[src/rtl/led_scan_scheduler_pkg.sv]
`default_nettype none
// ==========================================================================
// Package : led_pkg
// Desc    : Shared state encoding and sizing helpers for the LED scan path.
// Rev     : 1.0
// ==========================================================================
package led_pkg;

  localparam int c_ST_W = 7;

  // One-hot so every state decode is a single flop bit.
  typedef enum logic [c_ST_W-1:0] {
    S_IDLE    = 7'b0000001,
    S_SHIFT   = 7'b0000010,
    S_WAIT    = 7'b0000100,
    S_BLANK   = 7'b0001000,
    S_LATCH   = 7'b0010000,
    S_UNLATCH = 7'b0100000,
    S_UNBLANK = 7'b1000000
  } state_t;

  function automatic int clog2(input int value);
    int r;
    r = 0;
    for (int i = 0; i < 31; i++) begin
      if ((1 << i) < value) r = i + 1;
    end
    return r;
  endfunction

  function automatic int bits_min1(input int value);
    return (clog2(value) < 1) ? 1 : clog2(value);
  endfunction

  function automatic int on_time(input int plane, input int base_on);
    return base_on << plane;
  endfunction

endpackage
`default_nettype wire

[src/rtl/led_scan_scheduler_on_timer.sv]
`default_nettype none
// ==========================================================================
// Module : led_on_timer
// Desc   : Display-time down counter; expire marks the final lit cycle.
// Rev    : 1.0
// ==========================================================================
module led_on_timer #(
  parameter int WIDTH = 10
) (
  input  logic             pll_clk,
  input  logic             reset,
  input  logic             load,
  input  logic [WIDTH-1:0] load_val,
  output logic [WIDTH-1:0] count,
  output logic             expire
);

  logic [WIDTH-1:0] r_count;

  always_ff @(posedge pll_clk) begin
    if (reset) begin
      r_count <= '0;
    end else if (load) begin
      r_count <= load_val;
    end else if (r_count != '0) begin
      r_count <= r_count - 1'b1;
    end
  end

  assign count  = r_count;
  // High in the cycle whose closing edge performs the 1->0 step.
  assign expire = (r_count == WIDTH'(1)) && !load;

endmodule
`default_nettype wire

[src/rtl/led_scan_scheduler.sv]
`default_nettype none
// ==========================================================================
// Module : led_scan_scheduler
// Desc   : BCM row/plane scan sequencer driving shift, latch, blank, address.
// Rev    : 1.0
// ==========================================================================
module led_scan_scheduler
  import led_pkg::*;
#(
  parameter int COLUMNS    = 64,
  parameter int ROW_BITS   = 5,
  parameter int PLANES     = 8,
  parameter int BASE_ON    = 4,
  parameter int FRAME_BITS = 13
) (
  input  logic                           pll_clk,
  input  logic                           reset,
  input  logic                           run,
  input  logic                           swap_req,
  output logic                           swap_ack,
  output logic                           sclk_ena,
  output logic [clog2(COLUMNS)-1:0]      x,
  output logic [ROW_BITS-1:0]            row,
  output logic [bits_min1(PLANES)-1:0]   plane,
  output logic [ROW_BITS-1:0]            led_addr,
  output logic                           led_blank,
  output logic                           led_latch,
  output logic [FRAME_BITS-1:0]          frame,
  output logic                           busy
);

  localparam int c_X_BITS  = clog2(COLUMNS);
  localparam int c_P_BITS  = bits_min1(PLANES);
  localparam int c_ON_BITS = clog2(BASE_ON) + PLANES;
  localparam logic [c_X_BITS-1:0] c_X_LAST = c_X_BITS'(COLUMNS - 1);
  localparam logic [c_P_BITS-1:0] c_P_LAST = c_P_BITS'(PLANES - 1);

  state_t                 r_state;
  logic [c_ON_BITS-1:0]   w_on_cnt;
  logic [c_ON_BITS-1:0]   w_on_load;
  logic                   w_on_expire;
  logic                   w_load;
  logic                   w_last_plane;
  logic                   w_frame_end;

  assign w_load       = (r_state == S_UNBLANK);
  assign w_on_load    = c_ON_BITS'(on_time(int'(plane), BASE_ON));
  assign w_last_plane = (plane == c_P_LAST);
  assign w_frame_end  = w_last_plane && (&row);

  led_on_timer #(
    .WIDTH (c_ON_BITS)
  ) u_on_timer (
    .pll_clk  (pll_clk),
    .reset    (reset),
    .load     (w_load),
    .load_val (w_on_load),
    .count    (w_on_cnt),
    .expire   (w_on_expire)
  );

  always_ff @(posedge pll_clk) begin
    if (reset) begin
      r_state   <= S_IDLE;
      sclk_ena  <= 1'b0;
      x         <= '0;
      row       <= '0;
      plane     <= '0;
      led_addr  <= '0;
      led_blank <= 1'b1;
      led_latch <= 1'b0;
      frame     <= '0;
      swap_ack  <= 1'b0;
      busy      <= 1'b0;
    end else begin
      swap_ack <= 1'b0;
      // Expiry blanks immediately, even while the next plane is shifting.
      if (w_on_expire) led_blank <= 1'b1;

      case (r_state)
        S_IDLE: begin
          if (w_on_cnt == '0) led_blank <= 1'b1;
          if (run) begin
            r_state  <= S_SHIFT;
            x        <= '0;
            sclk_ena <= 1'b1;
            busy     <= 1'b1;
            swap_ack <= swap_req;
          end
        end
        S_SHIFT: begin
          if (x == c_X_LAST) begin
            sclk_ena <= 1'b0;
            r_state  <= S_WAIT;
          end else begin
            x <= x + 1'b1;
          end
        end
        S_WAIT: begin
          if (w_on_cnt == '0) r_state <= S_BLANK;
        end
        S_BLANK: begin
          led_blank <= 1'b1;
          led_addr  <= row;
          r_state   <= S_LATCH;
        end
        S_LATCH: begin
          led_latch <= 1'b1;
          r_state   <= S_UNLATCH;
        end
        S_UNLATCH: begin
          led_latch <= 1'b0;
          r_state   <= S_UNBLANK;
        end
        S_UNBLANK: begin
          led_blank <= 1'b0;
          plane     <= w_last_plane ? '0 : plane + 1'b1;
          if (w_last_plane) row <= row + 1'b1;
          if (w_frame_end) frame <= frame + 1'b1;
          if (w_frame_end && !run) begin
            r_state <= S_IDLE;
            busy    <= 1'b0;
          end else begin
            r_state  <= S_SHIFT;
            x        <= '0;
            sclk_ena <= 1'b1;
            if (w_frame_end) swap_ack <= swap_req;
          end
        end
        default: begin
          r_state <= S_IDLE;
          busy    <= 1'b0;
        end
      endcase
    end
  end

endmodule
`default_nettype wire

[config.mk]
export PLATFORM = sky130hd
export DESIGN_NAME = led_scan_scheduler
export DESIGN_NICKNAME = d
export VERILOG_FILES = /design/src/rtl/led_scan_scheduler_pkg.sv /design/src/rtl/led_scan_scheduler_on_timer.sv /design/src/rtl/led_scan_scheduler.sv
export SDC_FILE = /design/constraint.sdc
export NUM_CORES = 1
export LEC_CHECK = 0
export CAP_MARGIN = 25
export CORE_UTILIZATION = 25
export DETAILED_ROUTE_END_ITERATION = 10
export PLACE_DENSITY_LB_ADDON = 0.15
export REMOVE_ABC_BUFFERS = 1
export SETUP_SLACK_MARGIN = 0.02
export SYNTH_ARGS = -nofsm -noshare
export SYNTH_HDL_FRONTEND = slang
export SYNTH_SLANG_ARGS = --single-unit
[constraint.sdc]
create_clock -name pll_clk -period 1.9 [get_ports pll_clk]
set_clock_uncertainty 0.15 [all_clocks]
set_input_delay 0.19 -clock pll_clk [delete_from_list [all_inputs] [get_ports pll_clk]]
set_output_delay 0.19 -clock pll_clk [all_outputs]
set_load 0.05 [all_outputs]
### The metal 2 layer, run 1

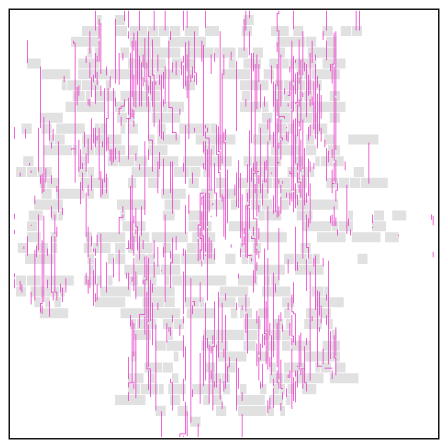
The wires run mostly vertical. 367 nets have wire on it.
WL final: 8190 um
met2 GRT Util: 24.3%

### I/O nets highlighted, run 1

The bar under the picture is 20 um long.
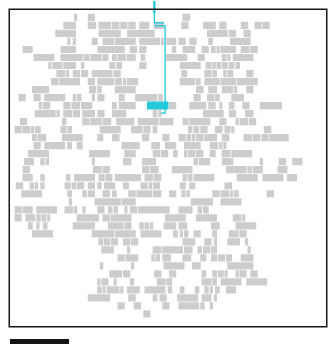
Key: led_latch = cyan [direction output, end cells 1, buffers 1, wire 42.9 um]
input/output buffers: 40
boundary pin count: 41

==> changes_impl.md, run 1 <==
### Implementation results

- Power Dens Cells: between 800 and 900 nW/um^2
- Commonest cells in the netlist: 54 x dfxtp_1, 28 x nand2_1, 25 x a21oi_1, 22 x nand3_1, 19 x nor2_1
- Max Root-Sink Buffers: 2
- Seq cells post-synth: about 54
- Mean Syn Cell Area: ~8.6 um^2
- Hold buffer count at CTS: 0
- Worst-Margin Slew: 0.556 ns
- Yosys top cell by area: dfxtp_1
- Inverters, non-clock: 12
- Root buffer selected by CTS: clkbuf_8
- Antenna viol nets, final: 0
- Number of global-route vias before repair: approximately 2,700
- Synth warn: 0
- Crit-path max FO: 4
- R2R Setup Slk: -0.10 ns
- First-pass GRT wire length: 13,700 um
- Max_cap viols: 0
- Cells after Synth: roughly 320
- RR Endpoint: x[0]
- Horiz. Die Dim: about 110 um
- Core area: about 11,000 um^2
- Crit path largest cell delay: around 0.37 ns
- Vias post-DR: ~2,800
- FP Core Util: 25.7%
- Area Growth Syn to Fin: 51.4%
- Largest net degree at the start of global routing: 24
- Xor+xnor area frac: approximately 2.8%
- Area share of the largest cell type after synthesis: 39.0%
- Fmax: between 400 and 500 MHz
- Asr flop ratio synth: 0%
- Registers: approximately 54
- Sequential element share of the synthesized area: between 30% and 40%
- Fin Hold WS: about 0.29 ns
- CP Launch Type: flip-flop
- Yosys aoi share: ~18%
- Avg WL per Cell: between 10 and 15 um
- Switching part of the total power: a little over a third
- Setup-failing EPs final: 14
- Final std cells w/o fill: 571
- CTS sink count: 54
- P_int: 2.31 mW
- Status: complete, but fails checks
- Ant diodes: 0
- Placed cells: 553
- Initial antenna violation count: 0
- CP Buf/Inv Count: 1
- Min-Delay Path Class: in -> reg
- Clock share of power: between 20% and 30%
- Post-DP HPWL: 5840 um
- Nonclk buf count: roughly 120
- Clkbuf count: 5
- CTS H-tree lvls: 2
- Num CTS Buffers: 5
- Main logic family: simple AND/OR/NAND/NOR gates
- Data arrival, critical path: 2.06 ns
- MI comb cells: around 240
- Die height: 107 um
- Hold Violations, Final: 0
- Flop pwr share: 38.0%
- Failing checks: negative setup slack
- Worst vdd ir: between 0.3 and 0.4 mV
- Row cnt: 38
- Vias/cell: about 5
- Log Warnings: 33
- # DRC: 0
- Slew Viols, Final: 0
- Post-DP Area: approximately 3700 um^2
- Gate power share: around two fifths
- Comb area: roughly 1800 um^2
- TAP cells: roughly 140
- Logic share of the area: between 40% and 50%
- Final Power: between 3 and 4 mW
- Leading cell category by total area: logic gates
- Layout cell share with drive strength beyond 1: 38.3%
- CP startpoint: row[1]
- Worst Min Path Start: swap_req
- Fraction of area in non-clock buffers: between 20% and 30%
- Clk ins delay skew pair: 0.31 ns
- R2R Path Start: row[1]
- Layout fillers: about 1,100
- Clock-cell share: under 10%
- P_leak: between 1.5 and 2 nW
- Crit path cell chain: ha_4 -> and3_4 -> ha_4 -> buf_6 -> nand3b_1 -> a211oi_4 -> nor3_4 -> mux2_4
- Worst Setup EP: x[0]
- Yosys Chip Area: roughly 2800 um^2
- Worst Reg-to-Reg Cells: 8
- RSZ-0062 raised after global routing: yes
- Die area: 11,500 um^2
- Critical Path RT: 1.96 ns
- Simple share: roughly 28%
- Detailed Routing Iterations Pass 1: 4
- Initial DRC Count: about 110
- Tmin final: about 2 ns
- Adder-cell area share of the yosys netlist: under 10%
- Tcrit/Tclk final: 105%
- Cell area after layout: approximately 4200 um^2
- Mux cell area share: 2.26%
- Critical path class: reg -> reg
- Overflow after GRT: 0
- Clk slew on worst S/H paths: about 0.11 ns
- Final setup margin: -0.101 ns
- Count leader, synth: dfxtp_1
- Crit path depth: 8
- Placer Congestion: between 0.7 and 0.8
- Post-synthesis cell area: about 2800 um^2
- CP Capture Type: flip-flop
- Tot GR Track Use: between 10% and 20%
- Crit path max-delay family: simple AND/OR/NAND/NOR gates
- Setup WS pre-CTS: -0.334 ns
- Post-CTS Setup Repair Bufs: 8
- TNS Setup: -0.789 ns
- Switching pwr: ~1.2 mW
- Slew headroom: 62.4%
- EDFF count, synth: 0
- Unique cell types: about 57
- Fin nets: about 450
- PostCTS Resize Cnt: 34
- Crit-path most repeated cell: ha_4
- Ys cells: between 300 and 400
- Synth top area cells: dfxtp_1 39%, ha_1 5.9%, a21oi_1 4.5%
- Slowest cell on crit path: dfxtp_2
- CTS tree: done
- Ys flop type: dfxtp_1
### Where the registers sit, run 1

Other sequential cells in the stronger gray, the rest of the logic in the fainter gray.
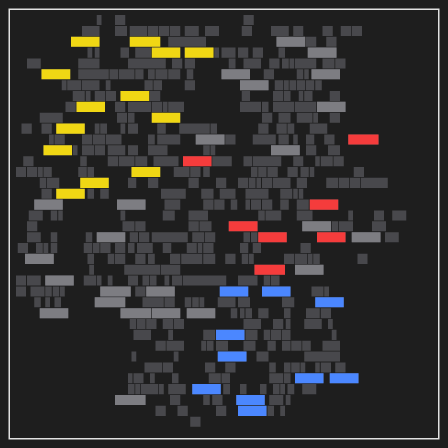
Key: frame = yellow [flops 13, where north-west]; u_on_timer.count = blue [flops 10, where south]; r_state = red [flops 7]
Another 24 sequential cells are not colored.
final core occ: 38.8%
FF+latch area: 1090 um^2
sequential cell power: 1.35 mW
Seq/total area: 26.0%

run 1: metal layers:
metal	wire length [um]	share of wire [%]	track usage (%)
met1	4100	50	20.5
met2	3800	46	24.3
met3	239	2.9	2.07
met4	53	0.65	3.52
met5	0	0	0
run 1: worst min path at each step:
stage | slack [ns] | to | depth (start not counted)
global route | 0.27 | swap_ack | 3
global placement | 0.30 | led_addr[3] | 2
finish | 0.29 | swap_ack | 3
CTS | 0.26 | swap_ack | 3
floorplan | 0.11 | frame[12] | 1
detailed placement | 0.30 | led_addr[2] | 2
run 1: kinds of logic (layout without fill, tap and decap cells):
group           count (synthesis)  count (layout)
xor+xnor                        9               9
flops                          54              54
compound gates                 74              74
buf+inv                        28             136
simple gates                  138             139
fa+ha+maj                      13              13
mux                             6               6
run 1: layout by cell type (no fill, tap or decap), drive strengths merged, types with 6 or more instances in the layout:
cell type	synthesis	routed
a211oi	8	8
a21oi	25	25
buf	4	102
clkdlybuf4s50	0	10
dfxtp	54	54
ha	13	13
inv	12	12
nand2	28	28
nand3	23	24
nand4	6	6
nor2	19	19
nor3	14	14
o21ai	9	9
or3	7	7
run 1: flip-flops by register name, summed over array words and instances, names as in the netlist:
register / flops
busy: 1
frame: 13
led_addr: 5
led_blank: 1
led_latch: 1
plane: 3
r_state: 7
row: 5
sclk_ena: 1
swap_ack: 1
u_on_timer.count: 10
x: 6
run 1: power groups by stage:
stage	Sequential (mW)	Combinational, mW	Clock [mW]
after floorplan	1.44	0.730	0
after global placement	1.37	1.28	0
after detailed placement	1.37	1.26	0
after CTS	1.35	1.33	0.819
after global routing	1.37	1.54	0.876
final	1.35	1.41	0.790
run 1: tightest hold or removal path, delay by kind of cell:
kind,cells,cell delay (ns)
buffers and inverters,1,0.41
AND/OR/NAND/NOR,2,0.10
### Congestion heat map, run 1

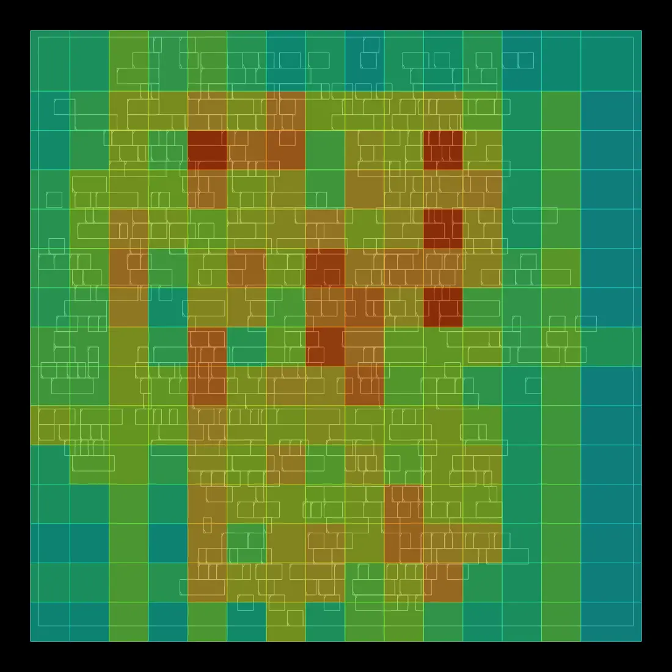

==> run 2, diff against run 1 <==
Settings changed: CORE_UTILIZATION 25 to 35.
### Congestion heat map, run 2

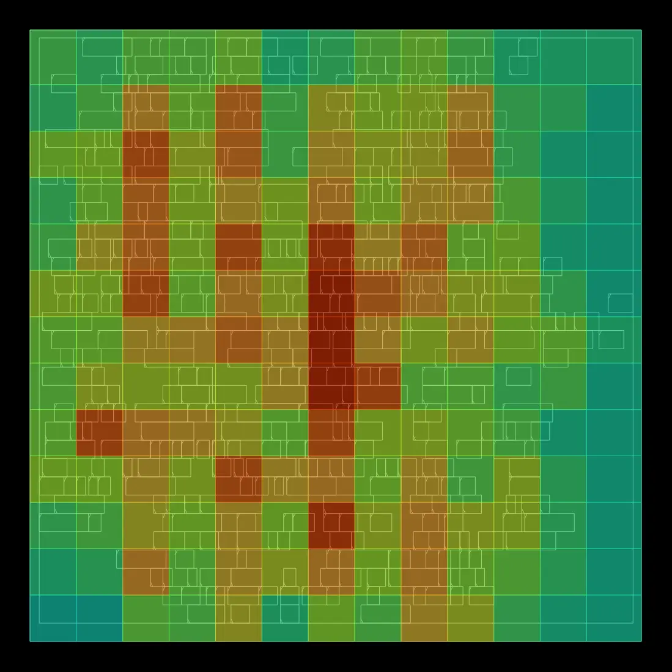
Avg WL per Cell: 14.7 um
Tot GR Track Use: 18.9%
GRT busiest layer: met2

==> run 2 against run 1 <==
The flow still finishes with violations (negative setup slack). Critical path type unchanged. Utilization grew 15 points. Critical path depth grew 1. Final cell count shrank 7.9%. Sequential power is essentially flat. Setup slack lost 0.026 ns. Largest cell class unchanged. Synthesized cell count is the same. Critical endpoint is now x[5]. Design area shrank 2.0%. Via count shrank 0.79%. Clock-buffer cell count grew 1. Maximum frequency shrank 1.3%.
==> changes_impl.md, run 2 <==
### Implementation results

- Overflow after GRT: 0
- Setup-failing EPs final: 12
- Synth top area cells: dfxtp_1 39%, ha_1 5.9%, a21oi_1 4.5%
- Max FFs per register: 13
- Placed cells: between 500 and 600
- Slew Viols, Final: 0
- Synth warn: 0
- Fin Hold WS: around 0.27 ns
- FP Core Util: around 36%
- Yosys Chip Area: 2770 um^2
- Layout cell share with drive strength beyond 1: 34.4%
- Num CTS Buffers: 5
- Mean Syn Cell Area: ~8.6 um^2
- Final core occ: a little over half
- Hold Violations, Final: 0
- Final setup margin: -0.127 ns
- Failing checks: negative setup slack
- CP Launch Type: flip-flop
- CTS sink count: ~54
- Core area: 7690 um^2
- R2R Setup Slk: -0.13 ns
- Placer Congestion: roughly 0.79
- Setup WS pre-CTS: -0.276 ns
- Cells after Synth: 322
- Crit-path most repeated cell: ha_4
- Slew headroom: roughly 67%
- Die area: between 8000 and 9000 um^2
- Crit path cell chain: ha_4 -> and3_4 -> ha_4 -> buf_6 -> nand3b_1 -> a211oi_2 -> nor3_2 -> buf_4 -> a311oi_2
- Crit path max-delay family: AND-OR/OR-AND gates
- TNS Setup: -0.798 ns
- Asr flop ratio synth: 0%
- Status: complete, but fails checks
- CP Capture Type: flip-flop
- # DRC: 0
- Critical path class: reg -> reg
- Min-Delay Path Class: in -> reg
- Post-DP HPWL: 5420 um
- Cell area after layout: 4110 um^2
- Largest net degree at the start of global routing: 17
- CP Buf/Inv Count: 2
- Initial antenna violation count: 0
- Log Warnings: 33
- Yosys top cell by area: dfxtp_1
- Sequential element share of the synthesized area: 39.0%
- Initial DRC Count: roughly 110
- Top reg by flops: frame
- P_leak: between 1.5 and 2 nW
- Commonest cells in the netlist: 54 x dfxtp_1, 28 x nand2_1, 25 x a21oi_1, 22 x nand3_1, 19 x nor2_1
- Die height: a little over 90 um
- Ys cells: roughly 320
- Ant diodes: 0
- Number of global-route vias before repair: between 2,000 and 3,000
- Tmin final: approximately 2.0 ns
- Seq cells post-synth: between 50 and 60
- EDFF count, synth: 0
- Detailed Routing Iterations Pass 1: 4
- Fin nets: 441
- CTS H-tree lvls: 2
- Fmax: a little under 500 MHz
- Ys flop type: dfxtp_1
- Max Root-Sink Buffers: 2
- Crit path largest cell delay: roughly 0.37 ns
- Power Dens Cells: roughly 850 nW/um^2
- Final Power: between 3 and 4 mW
- Post-synthesis cell area: ~2800 um^2
- Row cnt: 32
- Worst vdd ir: 0.324 mV
- Critical Path RT: between 1.5 and 2 ns
- Input/output buffers: about 40
- Max_cap viols: 0
- Clk ins delay skew pair: 0.30 ns
- Most frequent cells in the layout: 84 x buf_4, 52 x dfxtp_1, 27 x nand2_1, 24 x a21oi_1, 21 x nand3_1
- Antenna viol nets, final: 0
- Most used logic cell in the final layout: buf_4
- First-pass GRT wire length: 12,600 um
- Vias/cell: 5.26
- Crit-path max FO: 4
- Tcrit/Tclk final: 107%
- Layout fillers: about 740
- Worst-Margin Slew: 0.500 ns
- Root buffer selected by CTS: clkbuf_8
- Area Growth Syn to Fin: 48.4%
- Data arrival, critical path: between 2 and 2.5 ns
- Final std cells w/o fill: 526
- Slowest cell on crit path: dfxtp_2
- Clk slew on worst S/H paths: 0.09 ns
- Post-DP Area: roughly 3700 um^2
- Area share of the largest cell type after synthesis: between 30 and 40%
- CTS tree: done
- Boundary pin count: just over 40
- Unique cell types: ~57
- RSZ-0062 raised after global routing: yes
- Count leader, synth: dfxtp_1
- Horiz. Die Dim: 90.9 um
### The metal 2 layer, run 2

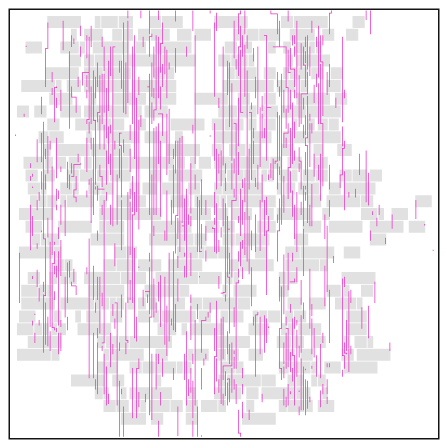
The wires run mostly vertical. The longest straight run is 40.5 um.
met2 GRT Util: 31.1%
vias post-DR: 2,769
WL final: 7720 um

==> run 2: cell counts after synthesis <==
No cell type changed its count.
==> run 2: power by group <==
group | total [mW] | internal [mW] | switching, mW
clock network | 0.791 | 0.422 | 0.369
registers | 1.34 | 1.24 | 0.0985
logic | 1.37 | 0.669 | 0.701
total | 3.50 | 2.34 | 1.17
==> run 2: cell type report <==
type                    instances  area [um^2]  area share [%]
multi-input cells             240         1810            44.1
flip-flops and latches         54         1080            26.4
inverters                      12         45.0            1.10
repair buffers                111          927            22.6
clock inverters                 1         30.0           0.731
well taps                     102          128            3.11
clock buffers                   6         82.6            2.01
==> run 2: logic make-up after synthesis <==
kind of cell / after synthesis / synth area share, %
DFF: 54 / 39.0
AOI/OAI and AO/OA: 74 / 17.6
adders and majority gates: 13 / 5.87
buffers and inverters: 28 / 3.89
xor gates and xnor gates: 9 / 2.85
muxes: 6 / 2.26
and+or+nand+nor: 138 / 28.5
==> run 2: path summary, 6_finish.rpt <==
check | start | to | depth (start not counted)
setup / recovery | row[1] | x[5] | 9
hold / removal | swap_req | swap_ack | 3
setup reg to reg | row[1] | x[5] | 9
hold reg to reg | led_addr[3] | led_addr[3] | 2
==> run 2: layer usage <==
| metal | part of all wire, % | GRT usage, % | up-vias |
|---|---|---|---|
| li1 | - | - | 1401 |
| met4 | 1.0 | 5.56 | 0 |
| met3 | 2.9 | 2.76 | 5 |
| met2 | 49 | 31.1 | 40 |
| met1 | 48 | 25.6 | 1323 |
| met5 | 0 | 0 | - |
==> run 2: what timing repair did <==
| action | in CTS | in global routing |
|---|---|---|
| gates resized | 38 | 22 |
| pin swaps | 22 | 13 |
| gates cloned | 0 | 0 |
| setup buffers | 3 | 5 |
| hold buffers | 0 | 0 |
| endpoints found under the setup margin | 24 | 34 |
### M1 wires, run 2

Supply wires on this layer in gray.
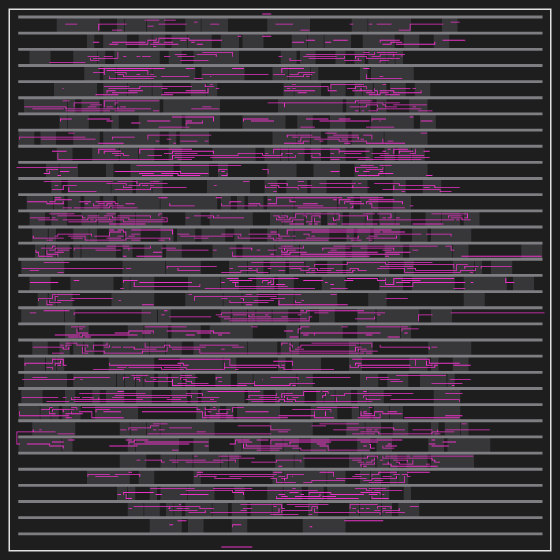

==> run 3, diff against run 2 <==
Settings changed: CORE_MARGIN set to 2.
### M1 wires, run 3

Supply wires on this layer in gray.
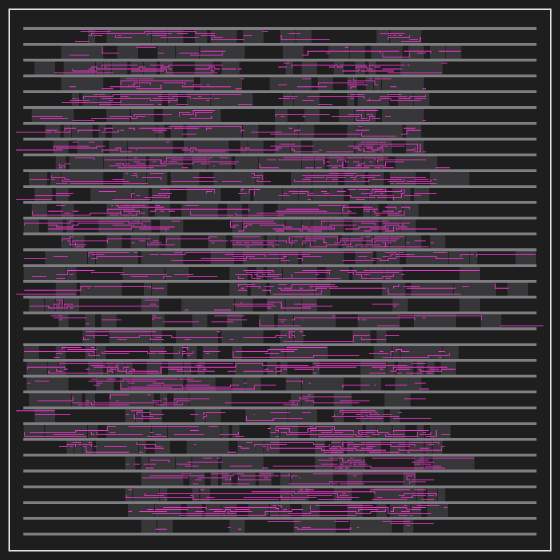
403 nets have wire on it. The layer carries 3,750 um of wire.
WL final: 7970 um
M1 GR Usage: 24.9%
vias post-DR: 2,836

### The metal 2 layer, run 3

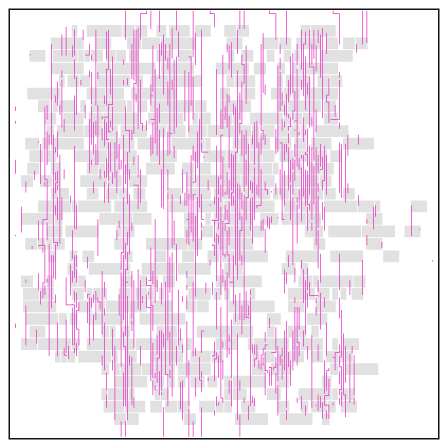
met2 GRT Util: 30.4%

==> run 3 against run 2 <==
The flow still finishes with violations (negative setup slack). Synthesized area did not move. Clock-buffer cell count fell by 1. Via count rose by 2.4%. Setup slack improved by 0.033 ns. Global-route usage fell by 0.48 points. First-iteration DRC count rose by 16%. Critical path depth did not move. Final cell count rose by 0.76%. Non-clock buffer count rose by 2. Synthesized cell count did not move.
==> changes_impl.md, run 3 <==
### Implementation results

- Cells after Synth: approximately 320
- Setup WS pre-CTS: -0.319 ns
- Power Dens Cells: ~850 nW/um^2
- Max FFs per register: 13
- Setup-failing EPs final: 12
- Initial antenna violation count: 0
- Largest net degree at the start of global routing: 19
- Tot GR Track Use: 18.4%
- Input/output buffers: roughly 40
- Avg WL per Cell: around 15 um
- Data arrival, critical path: approximately 2.1 ns
- CP Launch Type: flip-flop
- P_leak: around 1.7 nW
- Crit-path max FO: 4
- Hold buffer count at CTS: 0
- Final core occ: a little over half
- Post-synthesis cell area: about 2800 um^2
- Asr flop ratio synth: 0%
- Fin nets: 444
- Antenna viol nets, final: 0
- Post-Route M1 WL: 3750 um
- Initial DRC Count: approximately 130
- Area Growth Syn to Fin: 51.5%
- Top reg by flops: frame
- Met2 wire length: 3770 um
- Slew Viols, Final: 0
- Horiz. Die Dim: just over 90 um
- Max Root-Sink Buffers: 2
- Slowest cell on crit path: dfxtp_2
- # DRC: 0
- Final std cells w/o fill: 530
- Log Warnings: 33
- Unique cell types: 57
- Overflow after GRT: 0
- CTS tree: done
- Count leader, synth: dfxtp_1
- RSZ-0062 raised after global routing: yes
- Area share of the largest cell type after synthesis: between 30 and 40%
- Min-Delay Path Class: in -> reg
- TNS Setup: -0.509 ns
- Seq cells post-synth: ~54
- First-pass GRT wire length: roughly 13,000 um
- Final setup margin: -0.0947 ns
- Placer Congestion: ~0.85
- Tmin final: 1.99 ns
- Status: complete, but fails checks
- Cell area after layout: 4200 um^2
- Post-DP HPWL: between 5000 and 6000 um
- Fin Hold WS: about 0.28 ns
- Yosys top cell by area: dfxtp_1
- Detailed Routing Iterations Pass 1: 4
- Hold Violations, Final: 0
- Most used logic cell in the final layout: buf_4
- Max_cap viols: 0
- Num CTS Buffers: 5
- Ys cells: around 320
- Failing checks: negative setup slack
- Critical Path RT: a little under 2 ns
- Highest Signal Layer: met4
- CTS H-tree lvls: 2
- CTS sink count: between 50 and 60
- Ant diodes: 0
==> run 3: cell counts after synthesis <==
Identical to the previous run, type by type.
==> run 3: cells by family (layout without fill, tap and decap cells) <==
group	Yosys count	in the layout	share of synthesized area, %
AND-OR/OR-AND	74	74	17.6
flip-flops	54	54	39.0
buffers and inverters	28	133	3.89
AND/OR/NAND/NOR	138	139	28.5
adder cells (fa/ha/maj)	13	13	5.87
XOR/XNOR	9	9	2.85
multiplexers	6	6	2.26
==> run 3: layout make-up <==
type / count / area [um^2]
Clock buffer: 5 / 68.8
Clock inverter: 3 / 45.0
Fill cell: 710 / 3490
Inverter: 12 / 45.0
Multi-Input combinational cell: 241 / 1890
Sequential cell: 54 / 1090
Tap cell: 102 / 128
Timing Repair Buffer: 113 / 928
==> run 3: what timing repair did <==
| item | 4_1_cts | 5_1_grt |
|---|---|---|
| endpoints found under the setup margin | 25 | 36 |
| gates resized | 39 | 31 |
| buffers inserted | 6 | 4 |
| cloned | 1 | 0 |
| pin swaps | 19 | 15 |
==> run 3: power breakdown <==
| group | leakage [nW] | internal, mW | switching, mW | total (mW) |
|---|---|---|---|---|
| Sequential | 0.440 | 1.24 | 0.112 | 1.36 |
| Clock | 0.0504 | 0.393 | 0.394 | 0.787 |
| Combinational | 1.18 | 0.684 | 0.723 | 1.41 |
| Total | 1.67 | 2.32 | 1.23 | 3.55 |
==> run 3: worst paths after layout <==
check | depth (start not counted) | slack, ns | endpoint | start
worst max-delay path | 9 | -0.09 | x[3] | row[1]
worst min-delay path | 3 | 0.28 | swap_ack | swap_req
worst max register to register | 9 | -0.09 | x[3] | row[1]
worst min register to register | 2 | 0.31 | led_addr[3] | led_addr[3]
Power and IR drop assume default switching activity.
